File: src/rtl/ws2812b_decoder.sv
// WS2812b single-wire receiver: classifies high-pulse widths into bits,
// assembles words MSB first and detects the latch (reset) low period.
module ws2812b_decoder #(
  parameter int LED_DATA_BUS_WIDTH    = 24,
  parameter int LED_ADDRESS_BUS_WIDTH = 24,
  parameter int MIN_HIGH_CYC          = 4,
  parameter int THRESH_CYC            = 28,
  parameter int MAX_HIGH_CYC          = 62,
  parameter int RESET_DET_CYC         = 1875
) (
  input  logic                             clk,
  input  logic                             reset,
  input  logic                             din,
  output logic [LED_DATA_BUS_WIDTH-1:0]    data_out,
  output logic                             data_valid,
  output logic [LED_ADDRESS_BUS_WIDTH-1:0] led_index,
  output logic                             frame_done,
  output logic [LED_ADDRESS_BUS_WIDTH-1:0] frame_leds,
  output logic                             error,
  output logic                             idle
);

  localparam int DW = LED_DATA_BUS_WIDTH;
  localparam int AW = LED_ADDRESS_BUS_WIDTH;
  localparam int HW = $clog2(MAX_HIGH_CYC + 2);
  localparam int LW = $clog2(RESET_DET_CYC + 1);
  localparam int BW = (DW > 1) ? $clog2(DW) : 1;

  localparam logic [HW-1:0] H_MIN  = HW'(MIN_HIGH_CYC);
  localparam logic [HW-1:0] H_THR  = HW'(THRESH_CYC);
  localparam logic [HW-1:0] H_MAX  = HW'(MAX_HIGH_CYC);
  localparam logic [HW-1:0] H_SAT  = HW'(MAX_HIGH_CYC + 1);
  localparam logic [LW-1:0] L_DET  = LW'(RESET_DET_CYC);
  localparam logic [BW-1:0] B_LAST = BW'(DW - 1);

  typedef enum logic [1:0] {WAIT_RESET, IDLE, HIGH, LOW} state_t;

  state_t          state_q, state_d;
  logic [1:0]      sync_q, sync_d;
  logic [HW-1:0]   hcnt_q, hcnt_d;
  logic [LW-1:0]   lcnt_q, lcnt_d;
  logic [BW-1:0]   bit_cnt_q, bit_cnt_d;
  logic [AW-1:0]   word_cnt_q, word_cnt_d;
  logic [DW-1:0]   shift_q, shift_d;
  logic [DW-1:0]   data_out_q, data_out_d;
  logic [AW-1:0]   led_index_q, led_index_d;
  logic [AW-1:0]   frame_leds_q, frame_leds_d;
  logic            data_valid_q, data_valid_d;
  logic            frame_done_q, frame_done_d;
  logic            error_q, error_d;

  logic s;
  logic bit_val;

  assign s       = sync_q[1];
  assign bit_val = (hcnt_q >= H_THR);

  always_comb begin
    sync_d       = {sync_q[0], din};
    // Run-length counters track the synchronized line in every state.
    hcnt_d       = s ? ((hcnt_q == H_SAT) ? hcnt_q : hcnt_q + 1'b1) : '0;
    lcnt_d       = s ? '0 : ((lcnt_q == L_DET) ? lcnt_q : lcnt_q + 1'b1);
    state_d      = state_q;
    bit_cnt_d    = bit_cnt_q;
    word_cnt_d   = word_cnt_q;
    shift_d      = shift_q;
    data_out_d   = data_out_q;
    led_index_d  = led_index_q;
    frame_leds_d = frame_leds_q;
    data_valid_d = 1'b0;
    frame_done_d = 1'b0;
    error_d      = 1'b0;

    case (state_q)
      WAIT_RESET: begin
        bit_cnt_d  = '0;
        word_cnt_d = '0;
        if (lcnt_d == L_DET) state_d = IDLE;
      end
      IDLE: begin
        bit_cnt_d  = '0;
        word_cnt_d = '0;
        if (s) state_d = HIGH;
      end
      HIGH: begin
        if (s) begin
          if (hcnt_q >= H_MAX) begin
            error_d = 1'b1;
            state_d = WAIT_RESET;
          end
        end else if (hcnt_q < H_MIN) begin
          error_d = 1'b1;
          state_d = WAIT_RESET;
        end else begin
          shift_d = {shift_q[DW-2:0], bit_val};
          state_d = LOW;
          if (bit_cnt_q == B_LAST) begin
            data_out_d   = shift_d;
            led_index_d  = word_cnt_q;
            data_valid_d = 1'b1;
            word_cnt_d   = word_cnt_q + 1'b1;
            bit_cnt_d    = '0;
          end else begin
            bit_cnt_d = bit_cnt_q + 1'b1;
          end
        end
      end
      LOW: begin
        if (s) begin
          state_d = HIGH;
        end else if (lcnt_d == L_DET) begin
          // Latch period: close the frame; a dangling partial word is flagged.
          frame_done_d = 1'b1;
          frame_leds_d = word_cnt_q;
          error_d      = (bit_cnt_q != '0);
          bit_cnt_d    = '0;
          word_cnt_d   = '0;
          state_d      = IDLE;
        end
      end
      default: state_d = WAIT_RESET;
    endcase
  end

  always_ff @(posedge clk) begin
    if (reset) begin
      state_q      <= WAIT_RESET;
      sync_q       <= '0;
      hcnt_q       <= '0;
      lcnt_q       <= '0;
      bit_cnt_q    <= '0;
      word_cnt_q   <= '0;
      shift_q      <= '0;
      data_out_q   <= '0;
      led_index_q  <= '0;
      frame_leds_q <= '0;
      data_valid_q <= 1'b0;
      frame_done_q <= 1'b0;
      error_q      <= 1'b0;
    end else begin
      state_q      <= state_d;
      sync_q       <= sync_d;
      hcnt_q       <= hcnt_d;
      lcnt_q       <= lcnt_d;
      bit_cnt_q    <= bit_cnt_d;
      word_cnt_q   <= word_cnt_d;
      shift_q      <= shift_d;
      data_out_q   <= data_out_d;
      led_index_q  <= led_index_d;
      frame_leds_q <= frame_leds_d;
      data_valid_q <= data_valid_d;
      frame_done_q <= frame_done_d;
      error_q      <= error_d;
    end
  end

  assign data_out   = data_out_q;
  assign data_valid = data_valid_q;
  assign led_index  = led_index_q;
  assign frame_done = frame_done_q;
  assign frame_leds = frame_leds_q;
  assign error      = error_q;
  assign idle       = (state_q == IDLE);

endmodule

File: config.mk
export PLATFORM = sky130hd
export DESIGN_NAME = ws2812b_decoder
export DESIGN_NICKNAME = d
export VERILOG_FILES = /design/src/rtl/ws2812b_decoder.sv
export SDC_FILE = /design/constraint.sdc
export NUM_CORES = 1
export LEC_CHECK = 0
export CORE_ASPECT_RATIO = 0.8
export CORE_UTILIZATION = 35
export CTS_CLUSTER_SIZE = 12
export DETAILED_ROUTE_END_ITERATION = 12
export PLACE_DENSITY = 0.55
export SYNTH_ARGS = -nofsm -noshare
export SYNTH_HDL_FRONTEND = slang
export SYNTH_SLANG_ARGS = --single-unit
export TNS_END_PERCENT = 1
File: constraint.sdc
create_clock -name clk -period 2.89 [get_ports clk]
set_input_delay 0.289 -clock clk [delete_from_list [all_inputs] [get_ports clk]]
set_output_delay 0.289 -clock clk [all_outputs]
set_load 0.05 [all_outputs]
Figure 1. Clock network drawn from the DEF.
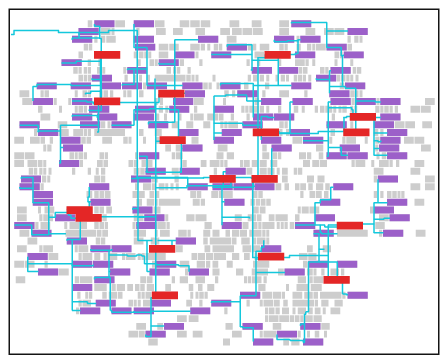
[flip-flops] purple | count: 148
[clock wires] cyan | length: 1920 um
[clock drivers] red | count: 17
routed clock nets: 18
flops lie: all over the die
clock skew: 0.009902 ns
clk ins delay skew pair: 0.43 ns
clock network fraction of design power: 52.4%
Clk. pwr: 2.32 mW

==> CHANGELOG.md <==
### Metrics

* PostCTS Resize Cnt at 0
* Adder Share, Synth at approximately 1.2%
* Setup TNS Final at 0 ns
* Largest power group: the clock network
* Top cells by count: nand2_1 (166), dfxtp_1 (148), a21oi_1 (96)
* Floorplan Nets at roughly 740
* Worst relative slew slack at between 20% and 30%
* Asr flop ratio synth at 0%
* Final core utilization at ~46%
* Global-route usage over all layers at between 15 and 20%
* Signal buffers at about 96
* Port Buffers at around 78
* EDFF count, synth at 0
* CTS clk-pin slew, worst paths at roughly 0.060 ns
* Gr ovfl total at 0
* CTS Hold Buffers Added at 0
* Comb pwr share at 1.3%
* Mux area share at under 10%
* Int Pwr at between 3 and 4 mW
* WP buf/inv at 0
* Row cnt at approximately 42
* Max Slew Vio Count at 0
* Ys flop type: dfxtp_1
* Maximum fanout along the worst path at 15
* Main logic family after synthesis: simple AND/OR/NAND/NOR gates
* Stages on the worst setup path at 6
* Critical path type: flop to flop
* DR pass1 iterations at 4
* Post-route setup slack at 0.2268 ns
* Clock sinks at between 100 and 150
* Top Family by Delay on Critical Path: simple AND/OR/NAND/NOR gates
* Io pins at roughly 79
* Worst hold slack at ~0.23 ns
* CLK BUF at 19
* Yosys simple share at around 25%
* Total number of vias at between 5000 and 6000
* Area leader share at 48.27%
* Inverters at 12
* Complex Gates by Area at approximately 15%
* Peak VDD IR at between 400 and 500 uV
* Die X at 150.1 um
* Slowest-stage cell, CP: or4_1
* Synthesized area per cell at between 8 and 9 um^2
* Critical Path Max Stage Delay at a little under 0.6 ns
* Comb power at about 0.060 mW
* Worst setup path endpoint: word_cnt_q[21]$_SDFFE_PP0P_
* Setup repair bufs after CTS at 0
* Post-DP HPWL at 9937 um
* Crit path capture type: flop
* Outcome: complete, no violations
* Vias in the first global route at 4853
* Setup-failing EPs final at 0
* Max-cap violations at 0
* DR WL met2 at 6712 um
* Largest cells by area: dfxtp_1 (48%), nand2_1 (10%), a21oi_1 (7.8%), mux2i_1 (4.9%), nor2_1 (3.5%)
* Die area at ~18000 um^2
* Tmin final at approximately 2.7 ns
* Cell taking the most area after synthesis: dfxtp_1
* Fin area at slightly below 8000 um^2
* Flop share of the area at around two fifths
* PwrDens at roughly 570 nW/um^2
* N_taps at between 200 and 250
* Most frequent cells in the layout: nand2_1 (166), dfxtp_1 (148), a21oi_1 (96)
* Tool warnings at 31
* Final hold violations at 0
* Mapped cell area at between 6000 and 7000 um^2
* Highest Signal Layer: met4
* Largest net degree at the start of global routing at approximately 110
* Crit path launch type: flop
* LEAKAGE at about 2.7 nW
* Layer with the highest usage: met2
* Iteration-0 DRC Markers at between 400 and 500
* Nets@finish at between 800 and 900
* Final period utilization at 92.15%
* Net Sw Power at 0.9250 mW
* Largest class: sequential cells
* WL final at around 15000 um
* Antenna violations before repair at 0
* GP Congestion at slightly above 0.8
* Worst-path cell chain: and4_2 > nand2_1 > o31ai_4 > a41oi_2 > or4_1 > a21oi_1
* Fmax achieved at around 380 MHz
* CTS tree: done
* Sequential share of power at ~46%
* Cells after synthesis at 728
* Unrepaired setup endpoints after global routing: no
* Setup slack, reg-to-reg at around 0.23 ns
* RR Startpoint: lcnt_q[2]$_SDFF_PP0_
* Registers, synthesis at between 100 and 150
* Residual DRC count at 0
* Met2 Use GR at 25.87%
* Crit path DAT at between 3 and 4 ns
* Cell with the most instances after synthesis: nand2_1
* P_seq at between 2 and 2.5 mW
* Switching share of total power at a little over a fifth
* Area Overhead vs Synth at 26.34%
* CTS Buf Count at 17
* Min-delay worst type: primary input to flop
* Layout cell share with drive strength beyond 1 at under 10%
* Vias per cell at about 5.2
Figure 2. Logic cells by family.
Bar = 50 um.
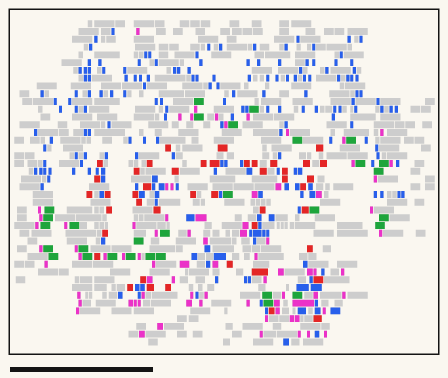
| family | color | cells | most used |
|---|---|---|---|
| AND and OR gates | red | 44 | or3_1 |
| NOR gates | magenta | 79 | nor2_1 |
| NAND gates | blue | 200 | nand2_1 |
| multiplexers | green | 30 | mux2i_1 |
fin cells: 1030
logic share of the area: 37.95%
Top cell excl fill/tap: nand2_1

Power figures rest on the tool's default switching activity, not on a simulated workload.
